$ cat src/rtl/fwd_hazard_ctrl.sv
// EX-stage forwarding-select and load-use stall control. Tracks shadow copies of the
// destination/RegWrite/MemRead fields for the ID/EX, EX/MEM and MEM/WB stages.
module fwd_hazard_ctrl #(
   parameter int REG_W = 5,
   parameter int SEL_W = 2
) (
   input  logic             clk_i,
   input  logic             rst_i,
   input  logic             hold_i,
   input  logic             flush_i,
   input  logic [REG_W-1:0] id_rs_i,
   input  logic [REG_W-1:0] id_rt_i,
   input  logic [REG_W-1:0] id_rd_i,
   input  logic             id_regwrite_i,
   input  logic             id_memread_i,
   output logic [SEL_W-1:0] fwd_a_o,
   output logic [SEL_W-1:0] fwd_b_o,
   output logic             stall_o,
   output logic             pc_write_o,
   output logic             ifid_write_o
);

   localparam logic [SEL_W-1:0] SEL_RF    = 2'b00;
   localparam logic [SEL_W-1:0] SEL_MEMWB = 2'b01;
   localparam logic [SEL_W-1:0] SEL_EXMEM = 2'b10;
   localparam logic [REG_W-1:0] REG_ZERO  = {REG_W{1'b0}};

   logic [REG_W-1:0] r_ex_rs, r_ex_rt, r_ex_rd, r_mem_rd, r_wb_rd;
   logic             r_ex_rw, r_ex_mr, r_mem_rw, r_wb_rw;
   logic             w_load_hit, w_stall, w_bubble;

   // The most recent producer (EX/MEM) wins; register 0 is never a forwarding source.
   function automatic logic [SEL_W-1:0] fwd_sel(
      input logic [REG_W-1:0] src,
      input logic             mem_rw,
      input logic [REG_W-1:0] mem_rd,
      input logic             wb_rw,
      input logic [REG_W-1:0] wb_rd
   );
      logic [SEL_W-1:0] sel;
      if (mem_rw && (mem_rd != REG_ZERO) && (mem_rd == src)) begin
         sel = SEL_EXMEM;
      end else if (wb_rw && (wb_rd != REG_ZERO) && (wb_rd == src)) begin
         sel = SEL_MEMWB;
      end else begin
         sel = SEL_RF;
      end
      return sel;
   endfunction

   // Load-use detection against the instruction still in ID; a flush kills it instead.
   always_comb begin
      w_load_hit = r_ex_mr && (r_ex_rd != REG_ZERO) &&
                   ((r_ex_rd == id_rs_i) || (r_ex_rd == id_rt_i));
      w_stall    = w_load_hit && !flush_i;
      w_bubble   = w_stall || flush_i;
   end

   // Operand selects and pipeline write enables.
   always_comb begin
      fwd_a_o      = fwd_sel(r_ex_rs, r_mem_rw, r_mem_rd, r_wb_rw, r_wb_rd);
      fwd_b_o      = fwd_sel(r_ex_rt, r_mem_rw, r_mem_rd, r_wb_rw, r_wb_rd);
      stall_o      = w_stall;
      pc_write_o   = !w_stall && !hold_i;
      ifid_write_o = !w_stall && !hold_i;
   end

   // Shadow pipeline: reset clears everything and overrides hold; hold freezes all stages.
   always_ff @(posedge clk_i) begin
      if (!rst_i) begin
         r_ex_rs  <= REG_ZERO;
         r_ex_rt  <= REG_ZERO;
         r_ex_rd  <= REG_ZERO;
         r_ex_rw  <= 1'b0;
         r_ex_mr  <= 1'b0;
         r_mem_rd <= REG_ZERO;
         r_mem_rw <= 1'b0;
         r_wb_rd  <= REG_ZERO;
         r_wb_rw  <= 1'b0;
      end else if (!hold_i) begin
         r_wb_rd  <= r_mem_rd;
         r_wb_rw  <= r_mem_rw;
         r_mem_rd <= r_ex_rd;
         r_mem_rw <= r_ex_rw;
         if (w_bubble) begin
            r_ex_rs <= REG_ZERO;
            r_ex_rt <= REG_ZERO;
            r_ex_rd <= REG_ZERO;
            r_ex_rw <= 1'b0;
            r_ex_mr <= 1'b0;
         end else begin
            r_ex_rs <= id_rs_i;
            r_ex_rt <= id_rt_i;
            r_ex_rd <= id_rd_i;
            r_ex_rw <= id_regwrite_i;
            r_ex_mr <= id_memread_i;
         end
      end else begin
         r_ex_rs  <= r_ex_rs;
         r_ex_rt  <= r_ex_rt;
         r_ex_rd  <= r_ex_rd;
         r_ex_rw  <= r_ex_rw;
         r_ex_mr  <= r_ex_mr;
         r_mem_rd <= r_mem_rd;
         r_mem_rw <= r_mem_rw;
         r_wb_rd  <= r_wb_rd;
         r_wb_rw  <= r_wb_rw;
      end
   end

endmodule

$ cat config.mk
export PLATFORM = sky130hd
export DESIGN_NAME = fwd_hazard_ctrl
export DESIGN_NICKNAME = d
export VERILOG_FILES = /design/src/rtl/fwd_hazard_ctrl.sv
export SDC_FILE = /design/constraint.sdc
export NUM_CORES = 1
export LEC_CHECK = 0
export ABC_AREA = 0
export CAP_MARGIN = 25
export CORE_AREA = 2 2 83 85
export DETAILED_ROUTE_END_ITERATION = 6
export DIE_AREA = 0 0 85 87
export GPL_TIMING_DRIVEN = 1
export PLACE_DENSITY_LB_ADDON = 0.05
export SETUP_SLACK_MARGIN = 0.2
export SLEW_MARGIN = 5
export SYNTH_ARGS = -nofsm -noshare
export SYNTH_HDL_FRONTEND = slang
export SYNTH_SLANG_ARGS = --single-unit
$ cat constraint.sdc
create_clock -name clk_i -period 1.9 [get_ports clk_i]
set_input_delay 0.38 -clock clk_i [delete_from_list [all_inputs] [get_ports clk_i]]
set_output_delay 0.38 -clock clk_i [all_outputs]
set_load 0.02 [all_outputs]
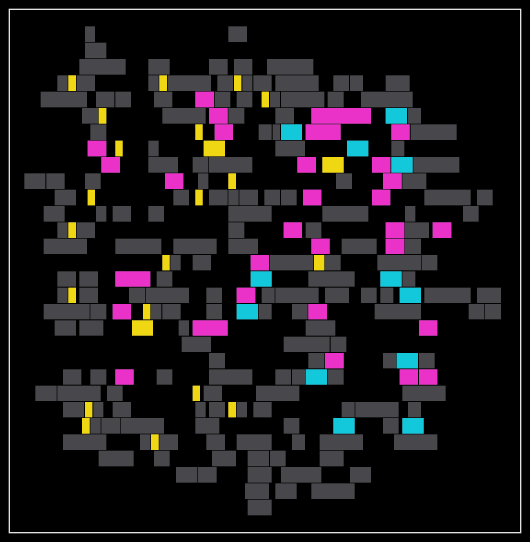
Figure 1: run 1, selected gate families.
Scale: 6 px per um.
magenta -> xor and xnor cells  # cells 30
yellow -> nand cells  # cells 23
cyan -> mux cells  # cells 12

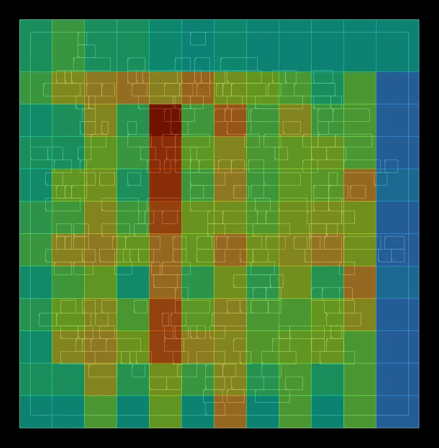
Figure 2: run 1, routing congestion map.
met2 Resource Use GR: 0.2209
busiest grt layer: met2
met1 Use GR: 0.1830
fin util: 0.3838
total track usage: 0.1375

==> impl_metrics.env, run 1 <==
# yosys + openroad results
export IMPL_synthTopLogicFamily="simple AND/OR/NAND/NOR gates"
export IMPL_inverters=0
export IMPL_gp_congestion=0.7434
export IMPL_layoutNonFillerInstCount=320
export IMPL_antenna_cells=0
export IMPL_synth_nets=191
export IMPL_grt_max_degree=35
export IMPL_htreeDepth=2
export IMPL_maxCapViolations=0
export IMPL_power_frac_seq=0.432
export IMPL_fin_worst_skew_ns=0.001321
export IMPL_top_layer="met4"
export IMPL_dieArea_um2=7395
export IMPL_final_layout_size_suffix_gt1_frac=0.3875
export IMPL_num_tap_cells=80
export IMPL_setup_slack_ns=-0.2517
export IMPL_cts_tree="done"
export IMPL_clkPwrFrac=0.314
export IMPL_io_buffers=27
export IMPL_power_leader="sequential cells"
export IMPL_ys_dominant_reg_cell="dfxtp_1"
export IMPL_die_x_um=85
export IMPL_slew_limit_headroom=0.7859
export IMPL_lay_top_cells="buf_4 (45), nand2_1 (19), dfxtp_1 (19), a32oi_1 (17), o21ai_0 (16)"
export IMPL_comb_area_um2=1096
export IMPL_swShare=0.2926
export IMPL_clk_share=0.03275
export IMPL_syn_area_um2=1573
export IMPL_slew_viol_final=0
export IMPL_hold_path_class="register to register"
export IMPL_clkbuf_count=6
export IMPL_clkLatencyLatePin_ns=0.28
export IMPL_period_used=1.132
export IMPL_register_area_um2=595.6
export IMPL_warning_count=29
export IMPL_clk_pin_slew_ns=0.06
export IMPL_status="complete, but fails checks"
export IMPL_avgSynthCellArea_um2=9.252
export IMPL_cts_buffers=5
export IMPL_critPathTopFamily="simple AND/OR/NAND/NOR gates"
export IMPL_mux_area_frac=0.07637
export IMPL_crit_path_end_kind="output pin"
export IMPL_drt_wirelength_per_cell_um=14.96
export IMPL_cp_arrival_ns=1.77
export IMPL_grt_pass1_wl_um=7741
export IMPL_flop_count=29
export IMPL_layout_nonclk_buf_frac=0.2566
export IMPL_comb_cell_power_uw=399
export IMPL_ant_nets=0
export IMPL_crit_fanout=3
export IMPL_path_class="register to output pin"
export IMPL_hold_viol=0
export IMPL_grt_util_met3=0.03223
export IMPL_hold_buffers=0
export IMPL_worstPathCellList="xor2_1 > or4_4 > nor4_4 > buf_4"
export IMPL_ys_cells=170
export IMPL_failed_checks="negative setup slack"
export IMPL_dr_pass1_iters=4
export IMPL_synthArstFlopShare=0
export IMPL_compound_area_frac=0.1726
export IMPL_overflow=0
export IMPL_worstMarginPinSlew_ns=0.3188
export IMPL_dieHeight_um=87
export IMPL_num_nonclk_buffers=74
export IMPL_via_per_inst=4.622
export IMPL_synthAdderAreaFrac=0
export IMPL_lay_top_count="buf_4"
export IMPL_nMultiInputCombCells=129
export IMPL_cts_num_sinks=29
export IMPL_core_area_um2=6569
export IMPL_synth_flops=29
export IMPL_cts_path_max_buffers=2
export IMPL_postCtsSetupBuffers=3
export IMPL_critPathMaxStageDelay_ns=0.53
export IMPL_setup_viol=7
export IMPL_ys_sh_simple=0.1742
export IMPL_ios=28
export IMPL_setup_tns_final_ns=-1.089
export IMPL_cts_resized_gates=67
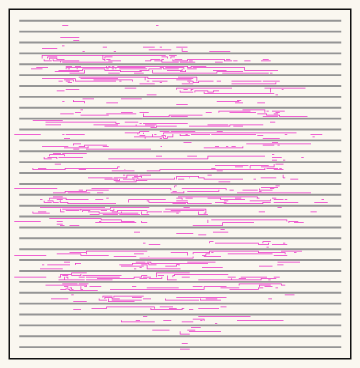
Figure 3: run 1, signal wires on met1.
Scale: 4 px per um. Supply wires on this layer in gray.
main direction = horizontal
longest straight run = 33.1 um
nets with wire on the layer = 241
share of all routed wire = 48%

==> run 1: final timing paths <==
kind | start | endpoint | slack, ns | cells after the start
worst min register to register | r_ex_rw | r_ex_rw | 0.50 | 2
worst min-delay path | r_ex_rw | r_ex_rw | 0.50 | 2
worst max-delay path | r_ex_rs[3] | fwd_a_o[0] | -0.25 | 4
worst max register to register | r_ex_rd[0] | r_ex_rs[3] | 0.30 | 5
==> run 1: stage by stage <==
stage / total power, uW / hold slack, ns / util / area (um^2)
floorplan: 868.6 / 0.4353 / - / 1645
global placement: 1054 / 0.5027 / 0.3516 / 2310
detailed placement: 1055 / 0.5022 / 0.3516 / 2310
CTS: 1589 / 0.5180 / 0.3777 / 2481
global route: 1663 / 0.5506 / 0.3838 / 2521
finish: 1572 / 0.5026 / 0.3838 / 2521
Figure 4. Close-up of the layout (run 1).
Window x 28 to 58, y 46 to 76 um. Cells in gray, sequential cells in the stronger gray; small squares are vias.
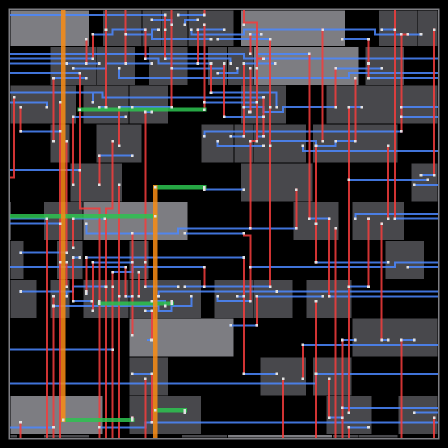

==> run 2, diff against run 1 <==
- clock period: 1.9 -> 2.5 ns (I/O delays scaled with it)
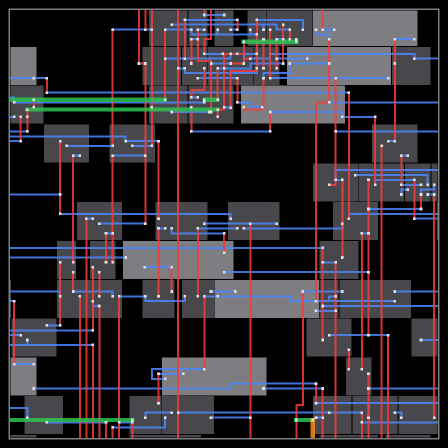
Figure 5: run 2, close-up of the layout.
Window x 28 to 58, y 46 to 76 um. Cells in gray, sequential cells in the stronger gray; small squares are vias.
green -> metal 3
orange -> metal 4
blue -> metal 1
red -> metal 2
most frequent = xnor2_1 (9), buf_4 (7), dfxtp_1 (5)
netlist names of flops here include = r_ex_rt (3), r_mem_rd (3)
cells with their middle in the window = 45
sequential cells in the window = 6

==> run 2 against run 1 <==
  * The run now ends clean
  * Clock power grew 4%
  * Clock skew grew 0.0069 ns
  * Combinational power shrank 38%
  * Final cell count shrank 3.8%
  * Global-route usage is essentially flat
  * Die size is the same
  * Critical path depth grew 1
  * Sequential share of layout area grew 1.7 points
  * Synthesized area is the same
  * Worst setup slack gained 0.40 ns
  * Hold slack lost 0.019 ns
  * First-iteration DRC count shrank 38%
  * Critical endpoint is now fwd_b_o[0]
  * Largest cell class unchanged
  * Highest routed layer unchanged
==> impl_metrics.env, run 2 <==
# yosys + openroad results
export IMPL_clkbuf_count=7
export IMPL_htreeDepth=2
export IMPL_cp_arrival_ns=1.86
export IMPL_clk_share=0.05030
export IMPL_antenna_cells=0
export IMPL_yosysWarnings=0
export IMPL_compound_area_frac=0.1726
export IMPL_cts_tree="done"
export IMPL_avgSynthCellArea_um2=9.252
export IMPL_grt_pass1_wl_um=7817
export IMPL_holdPathEnd="r_ex_rw"
export IMPL_grt_pass1_vias=1460
export IMPL_fmax_mhz=424.3
export IMPL_flop_count=29
export IMPL_cp_buffers_inverters=1
export IMPL_status="completed"
export IMPL_top_area_frac=0.3691
export IMPL_r2r_slack_ns=0.89
export IMPL_hpwl_um=3512
export IMPL_clkPwrFrac=0.400
export IMPL_lay_top_cells="buf_4 (35), dfxtp_1 (24), nand2_1 (19), a32oi_1 (17)"
export IMPL_nMultiInputCombCells=129
export IMPL_slew_viol_final=0
export IMPL_postCtsSetupBuffers=1
export IMPL_synthArstFlopShare=0
export IMPL_worst_r2r_cell_count=5
export IMPL_register_area_um2=586.8
export IMPL_crit_path_start="r_mem_rd[4]"
export IMPL_whs_path_depth=2
export IMPL_clock_root_buffer="clkbuf_8"
export IMPL_r2r_end="r_ex_rt[2]"
export IMPL_final_layout_size_suffix_gt1_frac=0.2851
export IMPL_sh_comb_area=0.4278
export IMPL_ant_nets=0
export IMPL_drc=0
export IMPL_hold_buffers=0
export IMPL_rows=30
export IMPL_gp_congestion=0.7609
export IMPL_drt_wl_total_um=4721
export IMPL_p_sw_uw=336.5
export IMPL_ys_cells=170
export IMPL_critPathMaxStageDelay_ns=0.54
export IMPL_inverters=0
export IMPL_nets=248
export IMPL_drt_wirelength_per_cell_um=15.33
export IMPL_layoutNonFillerInstCount=308
export IMPL_num_tap_cells=80
export IMPL_dieArea_um2=7395
export IMPL_synth_flops=29
export IMPL_maxCapViolations=0
export IMPL_fin_area_um2=2313
export IMPL_core_area_um2=6569
export IMPL_pg_seq_uw=520
export IMPL_die_x_um=85
export IMPL_comb_area_um2=989.7
export IMPL_critical_path_depth=5
export IMPL_total_power_uw=1279
export IMPL_io_buffers=27
export IMPL_sh_seq_area=0.2537
export IMPL_grt_max_degree=35
export IMPL_grt_usage=0.1373
export IMPL_swShare=0.2631
export IMPL_top_cells_by_count="dfxtp_1 (29), nand2_1 (19), a32oi_1 (17)"
export IMPL_clkLatencyLatePin_ns=0.28
export IMPL_lay_top_count="buf_4"
export IMPL_warning_count=28
export IMPL_power_leader="sequential cells"
export IMPL_p_per_area_nw_per_um2=552.8
export IMPL_fin_worst_skew_ns=0.008213
export IMPL_dieHeight_um=87
export IMPL_synth_xor_area_share=0.1671
export IMPL_dr_pass1_iters=4
export IMPL_synthTopLogicFamily="simple AND/OR/NAND/NOR gates"
export IMPL_synthAdderAreaFrac=0
export IMPL_cts_path_max_buffers=2
export IMPL_overflow=0
export IMPL_min_from="r_ex_rw"
export IMPL_fp_util=0.2394
export IMPL_top_cells_by_area="dfxtp_1 (37%), a32oi_1 (9.5%), xnor2_1 (8.9%), xor2_1 (7.8%), mux2i_1 (7.6%)"
export IMPL_ios=28
export IMPL_worstMarginPinSlew_ns=0.7078
export IMPL_hold_path_class="register to register"
export IMPL_synth_nets=191
export IMPL_hold_ws_ns=0.4840
export IMPL_drt_initial_drc_count=57
export IMPL_ys_dominant_reg_cell="dfxtp_1"
export IMPL_cts_buffers=5
export IMPL_timing_critical_path_to="fwd_b_o[0]"
export IMPL_crit_path_end_kind="output pin"
export IMPL_power_frac_seq=0.407
export IMPL_nFillCells=653
export IMPL_via_per_inst=4.763
export IMPL_placed_area_um2=2157
export IMPL_syn_area_um2=1573
export IMPL_period_used=0.9427
export IMPL_cts_resized_gates=50
export IMPL_setup_tns_final_ns=0
export IMPL_worstPathCellList="or4_4 > o21ai_4 > nor4_4 > nor4_2 > buf_2"
export IMPL_r2r_start="r_ex_rd[2]"
export IMPL_setup_viol=0
export IMPL_critPathTopFamily="simple AND/OR/NAND/NOR gates"
export IMPL_antenna_found_initial=0
export IMPL_crit_fanout=2
export IMPL_slew_limit_headroom=0.5281
export IMPL_num_nonclk_buffers=62
export IMPL_hold_viol=0
export IMPL_path_class="register to output pin"
export IMPL_cts_num_sinks=29
export IMPL_mux_area_frac=0.07637
export IMPL_layout_nonclk_buf_frac=0.2250
export IMPL_area_delta_synth_final_pct=47.10
export IMPL_synth_cells=170
export IMPL_clk_pin_slew_ns=0.07
export IMPL_ys_sh_simple=0.1742
export IMPL_comb_cell_power_uw=247
export IMPL_top_cell="dfxtp_1"
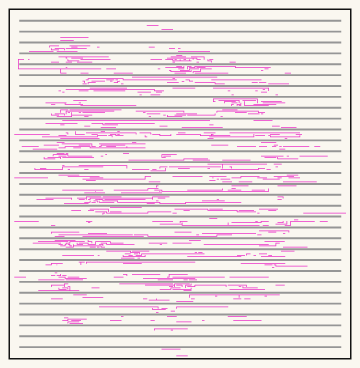
Figure 6: run 2, signal wires on met1.
Scale: 4 px per um. Supply wires on this layer in gray.
nets with wire on the layer = 230
wire length on this layer = 2240 um
longest straight run = 36.8 um
share of all routed wire = 47%

## run 2: netlist changes by cell type in the layout (fill, tap and decap cells not counted), moves of 3 or more
cell and delta:
nand3_2 -3, dfxtp_1 +5, buf_6 -5, buf_4 -10
xnor2_2 -3, dfxtp_2 -4, nand3_1 +3, xnor2_1 +4
buf_2 +4
## run 2: layer usage
layer	wire length, um	GRT usage	vias up
li1	-	-	726
met1	2236	0.1743	703
met2	2253	0.2280	32
met3	146	0.02938	6
met4	85	0.05339	0
met5	0	0	-
## run 2: through the flow
stage                     worst slack [ns]  utilization
after floorplan                     0.3104            -
after global placement             -0.3183       0.3284
after detailed placement           -0.3194       0.3284
after CTS                           0.1437       0.3505
after global routing               0.06386       0.3522
final                               0.1434       0.3522
No activity file was given, so power comes from the tool's default toggle rates.
